[config.mk]
export PLATFORM = sky130hd
export DESIGN_NAME = line_window_fetch
export DESIGN_NICKNAME = d
export VERILOG_FILES = /design/src/rtl/line_window_fetch.sv
export SDC_FILE = /design/constraint.sdc
export NUM_CORES = 1
export LEC_CHECK = 0
export ABC_CLOCK_PERIOD_IN_PS = 7000
export CAP_MARGIN = 10
export CORE_MARGIN = 2
export CORE_UTILIZATION = 40
export DETAILED_ROUTE_END_ITERATION = 10
export PLACE_DENSITY = 0.6
export SLEW_MARGIN = 25
export SYNTH_ARGS = -nofsm -noshare
export SYNTH_HDL_FRONTEND = slang
export SYNTH_SLANG_ARGS = --single-unit
[constraint.sdc]
create_clock -name i_clk -period 7 [get_ports i_clk]
set_clock_uncertainty 0.15 [all_clocks]
set_input_delay 1.05 -clock i_clk [delete_from_list [all_inputs] [get_ports i_clk]]
set_output_delay 1.05 -clock i_clk [all_outputs]
set_load 0.01 [all_outputs]
[src/rtl/line_window_fetch.sv]
// Builds the four 9-cell line windows (row, column, diagonal, anti-diagonal) around a
// board position by reading the board RAM one cell per cycle. Optional macro: LINE_WINDOW_EDGE_BLOCK_EN.
module line_window_fetch #(
    parameter int unsigned BOARD_N = 15
) (
    input  logic       i_clk,
    input  logic       i_rst,
    input  logic       i_start,
    input  logic [3:0] i_row,
    input  logic [3:0] i_col,
    output logic       o_rd_en,
    output logic [7:0] o_rd_addr,
    input  logic [1:0] i_rd_data,
    output logic [8:0] o_a,
    output logic [8:0] o_b,
    output logic [1:0] o_win_dir,
    output logic       o_win_valid,
    output logic       o_busy,
    output logic       o_done
);

    localparam int unsigned LAST_ISSUE = 35;
    localparam int unsigned LAST_CAP   = 36;
    localparam int unsigned LAST_CYC   = 37;
    localparam logic signed [5:0] COORD_MAX = 6'(BOARD_N - 1);

`ifdef LINE_WINDOW_EDGE_BLOCK_EN
    localparam logic EDGE_B = 1'b1;
`else
    localparam logic EDGE_B = 1'b0;
`endif

    typedef enum logic {
        S_IDLE,
        S_FETCH
    } state_t;

    state_t r_state;
    state_t w_state_nxt;

    logic [5:0] r_cnt;
    logic [3:0] r_row;
    logic [3:0] r_col;
    logic [3:0] r_iss_k;
    logic [1:0] r_iss_d;
    logic [3:0] r_cap_k;
    logic [1:0] r_cap_d;
    logic       r_off;
    logic       r_off_d;
    logic [7:0] r_stg_a;
    logic [7:0] r_stg_b;

    logic              w_accept;
    logic              w_iss_go;
    logic              w_cap;
    logic [3:0]        w_nk;
    logic [1:0]        w_nd;
    logic [3:0]        w_base_row;
    logic [3:0]        w_base_col;
    logic signed [5:0] w_off;
    logic signed [5:0] w_r;
    logic signed [5:0] w_c;
    logic              w_offbrd;
    logic [7:0]        w_addr;
    logic              w_bit_a;
    logic              w_bit_b;

    assign w_accept = (r_state == S_IDLE) && i_start &&
                      (i_row <= 4'(BOARD_N - 1)) && (i_col <= 4'(BOARD_N - 1));
    assign w_iss_go = w_accept || ((r_state == S_FETCH) && (r_cnt < 6'(LAST_ISSUE)));
    assign w_cap    = (r_state == S_FETCH) && (r_cnt >= 6'd1) && (r_cnt <= 6'(LAST_CAP));
    assign o_busy   = (r_state == S_FETCH);

    always_ff @(posedge i_clk or posedge i_rst) begin
        if (i_rst) begin
            r_state <= S_IDLE;
        end else begin
            r_state <= w_state_nxt;
        end
    end

    always_comb begin
        w_state_nxt = r_state;
        case (r_state)
            S_IDLE:  if (w_accept) w_state_nxt = S_FETCH;
            S_FETCH: if (r_cnt == 6'(LAST_CYC)) w_state_nxt = S_IDLE;
            default: w_state_nxt = S_IDLE;
        endcase
    end

    // Next slot to issue: the first slot comes straight from the request ports.
    always_comb begin
        w_nk       = '0;
        w_nd       = '0;
        w_base_row = r_row;
        w_base_col = r_col;
        if (w_accept) begin
            w_base_row = i_row;
            w_base_col = i_col;
        end else if (r_iss_k == 4'd8) begin
            w_nd = r_iss_d + 2'd1;
        end else begin
            w_nk = r_iss_k + 4'd1;
            w_nd = r_iss_d;
        end
    end

    always_comb begin
        w_off = $signed({2'b00, w_nk}) - 6'sd4;
        w_r   = $signed({2'b00, w_base_row});
        w_c   = $signed({2'b00, w_base_col});
        case (w_nd)
            2'd0: w_c = w_c + w_off;
            2'd1: w_r = w_r + w_off;
            2'd2: begin
                w_r = w_r + w_off;
                w_c = w_c + w_off;
            end
            default: begin
                w_r = w_r + w_off;
                w_c = w_c - w_off;
            end
        endcase
        w_offbrd = (w_r < 6'sd0) || (w_r > COORD_MAX) || (w_c < 6'sd0) || (w_c > COORD_MAX);
        w_addr   = 8'(w_r[3:0]) * 8'(BOARD_N) + 8'(w_c[3:0]);
    end

    assign w_bit_a = r_off_d ? 1'b0   : (i_rd_data == 2'b01);
    assign w_bit_b = r_off_d ? EDGE_B : (i_rd_data == 2'b10);

    always_ff @(posedge i_clk or posedge i_rst) begin
        if (i_rst) begin
            r_cnt       <= '0;
            r_row       <= '0;
            r_col       <= '0;
            r_iss_k     <= '0;
            r_iss_d     <= '0;
            r_cap_k     <= '0;
            r_cap_d     <= '0;
            r_off       <= 1'b0;
            r_off_d     <= 1'b0;
            r_stg_a     <= '0;
            r_stg_b     <= '0;
            o_rd_en     <= 1'b0;
            o_rd_addr   <= '0;
            o_a         <= '0;
            o_b         <= '0;
            o_win_dir   <= '0;
            o_win_valid <= 1'b0;
            o_done      <= 1'b0;
        end else begin
            o_win_valid <= 1'b0;
            o_done      <= 1'b0;
            r_off_d     <= r_off;

            if (w_accept) begin
                r_row   <= i_row;
                r_col   <= i_col;
                r_cnt   <= '0;
                r_cap_k <= '0;
                r_cap_d <= '0;
            end else if ((r_state == S_FETCH) && (r_cnt != 6'(LAST_CYC))) begin
                r_cnt <= r_cnt + 6'd1;
            end

            // Off-board cells still take a slot so scan length never depends on position.
            if (w_iss_go) begin
                r_iss_k   <= w_nk;
                r_iss_d   <= w_nd;
                r_off     <= w_offbrd;
                o_rd_en   <= ~w_offbrd;
                o_rd_addr <= w_offbrd ? 8'd0 : w_addr;
            end else begin
                r_off     <= 1'b0;
                o_rd_en   <= 1'b0;
                o_rd_addr <= '0;
            end

            if (w_cap) begin
                if (r_cap_k == 4'd8) begin
                    o_a         <= {w_bit_a, r_stg_a};
                    o_b         <= {w_bit_b, r_stg_b};
                    o_win_dir   <= r_cap_d;
                    o_win_valid <= 1'b1;
                    o_done      <= (r_cap_d == 2'd3);
                    r_cap_k     <= '0;
                    r_cap_d     <= r_cap_d + 2'd1;
                end else begin
                    r_stg_a[r_cap_k[2:0]] <= w_bit_a;
                    r_stg_b[r_cap_k[2:0]] <= w_bit_b;
                    r_cap_k               <= r_cap_k + 4'd1;
                end
            end
        end
    end

endmodule

Figure 1. Metal layers overlaid.
Only two layers are drawn.
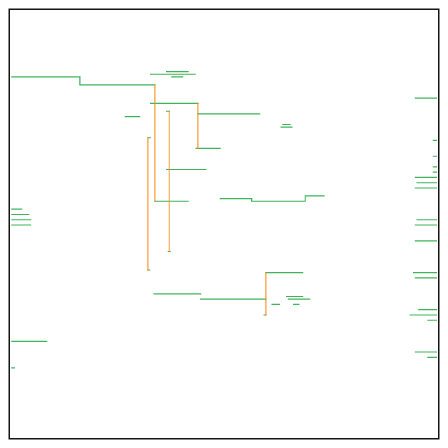
Key: metal 3 = green [wire length 300 µm]; metal 4 = orange [wire length 122 µm]

Figure 2. Wires at chosen ports, followed through buffers.
Scale bar: 20 µm.
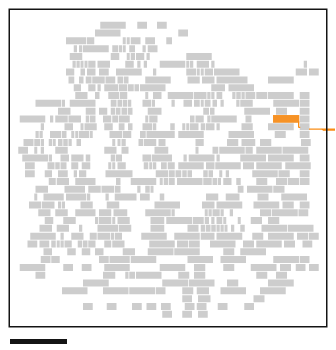
Key: o_done = orange [direction output, end cells 1, buffers 1, wire 8.10 µm]

==> results.json <==
{
  "status": "completed",
  "cts_resized": 0,
  "path_buffers": 4,
  "met3_usage_pct": 4.17,
  "min_period_ns": 6.08,
  "worstPathMaxFanout": 9,
  "path_depth": 21,
  "logic_gates": 303,
  "antenna_left": 0,
  "hold_path.class": "register to register",
  "clk_pin_slew_ns": 0.08,
  "cts_made_buffers": 9,
  "reg2reg_depth": 20,
  "grt_usage_pct": 15.9,
  "tns_ns": 0,
  "antenna_found_initial": 0,
  "final-clk-cell-share_pct": 3.72,
  "post_synth_num_cell_types": 48,
  "cp_top_family": "adder cells",
  "nonClkBufAreaFrac_pct": 9.20,
  "hold_viol_final": 0,
  "clockRootBuffer": "clkbuf_8",
  "max_freq_ghz": 0.164,
  "cp-start-kind": "input pin",
  "async_reset_ff_share_pct": 100,
  "n_antenna_cell": 0,
  "ys.flops": 76,
  "yosys-top-cells-count": "76 x dfrtp_1, 42 x nand2_1, 40 x ha_1",
  "grt_pass1_vias": 3069,
  "fin_ws_ns": 0.915,
  "startpoint": "i_start",
  "vias_per_cell": 5.17,
  "yosysTopAreaCellShare_pct": 42.3,
  "largest_class": "multi-input combinational cells",
  "drc_errors": 0,
  "n_all_buffers": 50,
  "netlist_area_mm2": 0.00450,
  "grt_busiest_layer": "met2",
  "crit_chain": "clkdlybuf4s50_1 > nor2b_1 > nand3_1 > and2_1 > ha_1 > a21oi_1 > xnor2_1 > mux2i_1 > fa_1 > inv_1 > fa_1 > inv_1 > fa_1 > inv_1 > ha_1 > a21o_1 > a21oi_1 > o21bai_1 > a21oi_1 > xnor2_1 > nor3_2",
  "htree_levels": 3,
  "worstSetupPathType": "input pin to register",
  "whs_ns": 0.203,
  "synth-edff-count": 0,
  "tightest_slew_ns": 0.892,
  "holdBufCountCts": 0,
  "maxCapViolCount": 0,
  "dp_hpwl_um": 6450,
  "post-synth-top-area-cell": "dfrtp_1",
  "synth_chip_area_mm2": 0.00450,
  "crit_path_end": "o_rd_addr[7]",
  "numPortBuffers": 44,
  "n_clock_buffer": 10,
  "syn-num-nets": 477,
  "syn_to_final_growth_pct": 18.3,
  "drt_iter0_drc": 154,
  "grt_use_met1_pct": 20.1,
  "seq_area_mm2": 0.00190,
  "slowest_delay_ns": 0.56,
  "end_kind": "register",
  "yosysWarningCount": 0,
  "grt_max_degree": 77
}
Figure 3. Cell outlines without signal wires.
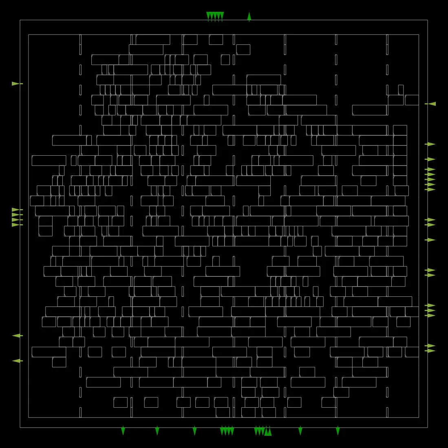
# fillers: 1,017
Seq/total area: 35.8%
Post-Layout Cell Count: 609
Rows: 38

## cell usage in the layout, fill, tap and decap left out, types with 5 or more instances in the layout
| cell type | n |
|---|---|
| nor2b_1 | 6 |
| o21ai_0 | 10 |
| nand2_1 | 42 |
| inv_1 | 24 |
| clkdlybuf4s50_1 | 44 |
| xnor2_1 | 12 |
| nor3b_2 | 5 |
| ha_1 | 40 |
| xor2_1 | 8 |
| nand4_1 | 5 |
| mux2i_1 | 9 |
| mux2_2 | 39 |
| a21o_1 | 6 |
| nor2_1 | 31 |
| and2_1 | 5 |
| dfrtp_1 | 76 |
| buf_4 | 5 |
| a21oi_1 | 14 |
| fa_1 | 8 |
| clkbuf_8 | 10 |
| nor3_2 | 5 |
| nor3_1 | 6 |
| nand3_1 | 14 |
## metrics by stage
stage,cells,util [%]
2_1_floorplan,416,-
3_3_place_gp,594,46.9
3_5_place_dp,594,46.9
4_1_cts,609,48.8
5_1_grt,609,48.9
6_report,609,48.9
## sequential cells by signal, summed over array words and instances, names as in the netlist, 2 cells and up
signal	count
r_stg_b	8
r_row	4
r_cap_d	2
r_cnt	6
o_b	9
r_col	4
o_rd_addr	8
r_cap_k	4
r_iss_d	2
r_stg_a	8
o_win_dir	2
o_a	9
r_iss_k	4
## kinds of logic after synthesis
family / after synthesis / share of synthesized area [%]
xor+xnor: 21 / 4.51
buf+inv: 37 / 3.20
flops: 76 / 42.3
fa+ha+maj: 48 / 14.7
mux: 48 / 11.8
compound gates: 50 / 7.60
simple gates: 136 / 15.9
## routing by layer
| layer | share of wire, % | vias up |
|---|---|---|
| met3 | 3.4 | 12 |
| met4 | 1.4 | 0 |
| met1 | 46 | 1536 |
| met5 | 0 | - |
| met2 | 49 | 64 |
| li1 | - | 1535 |
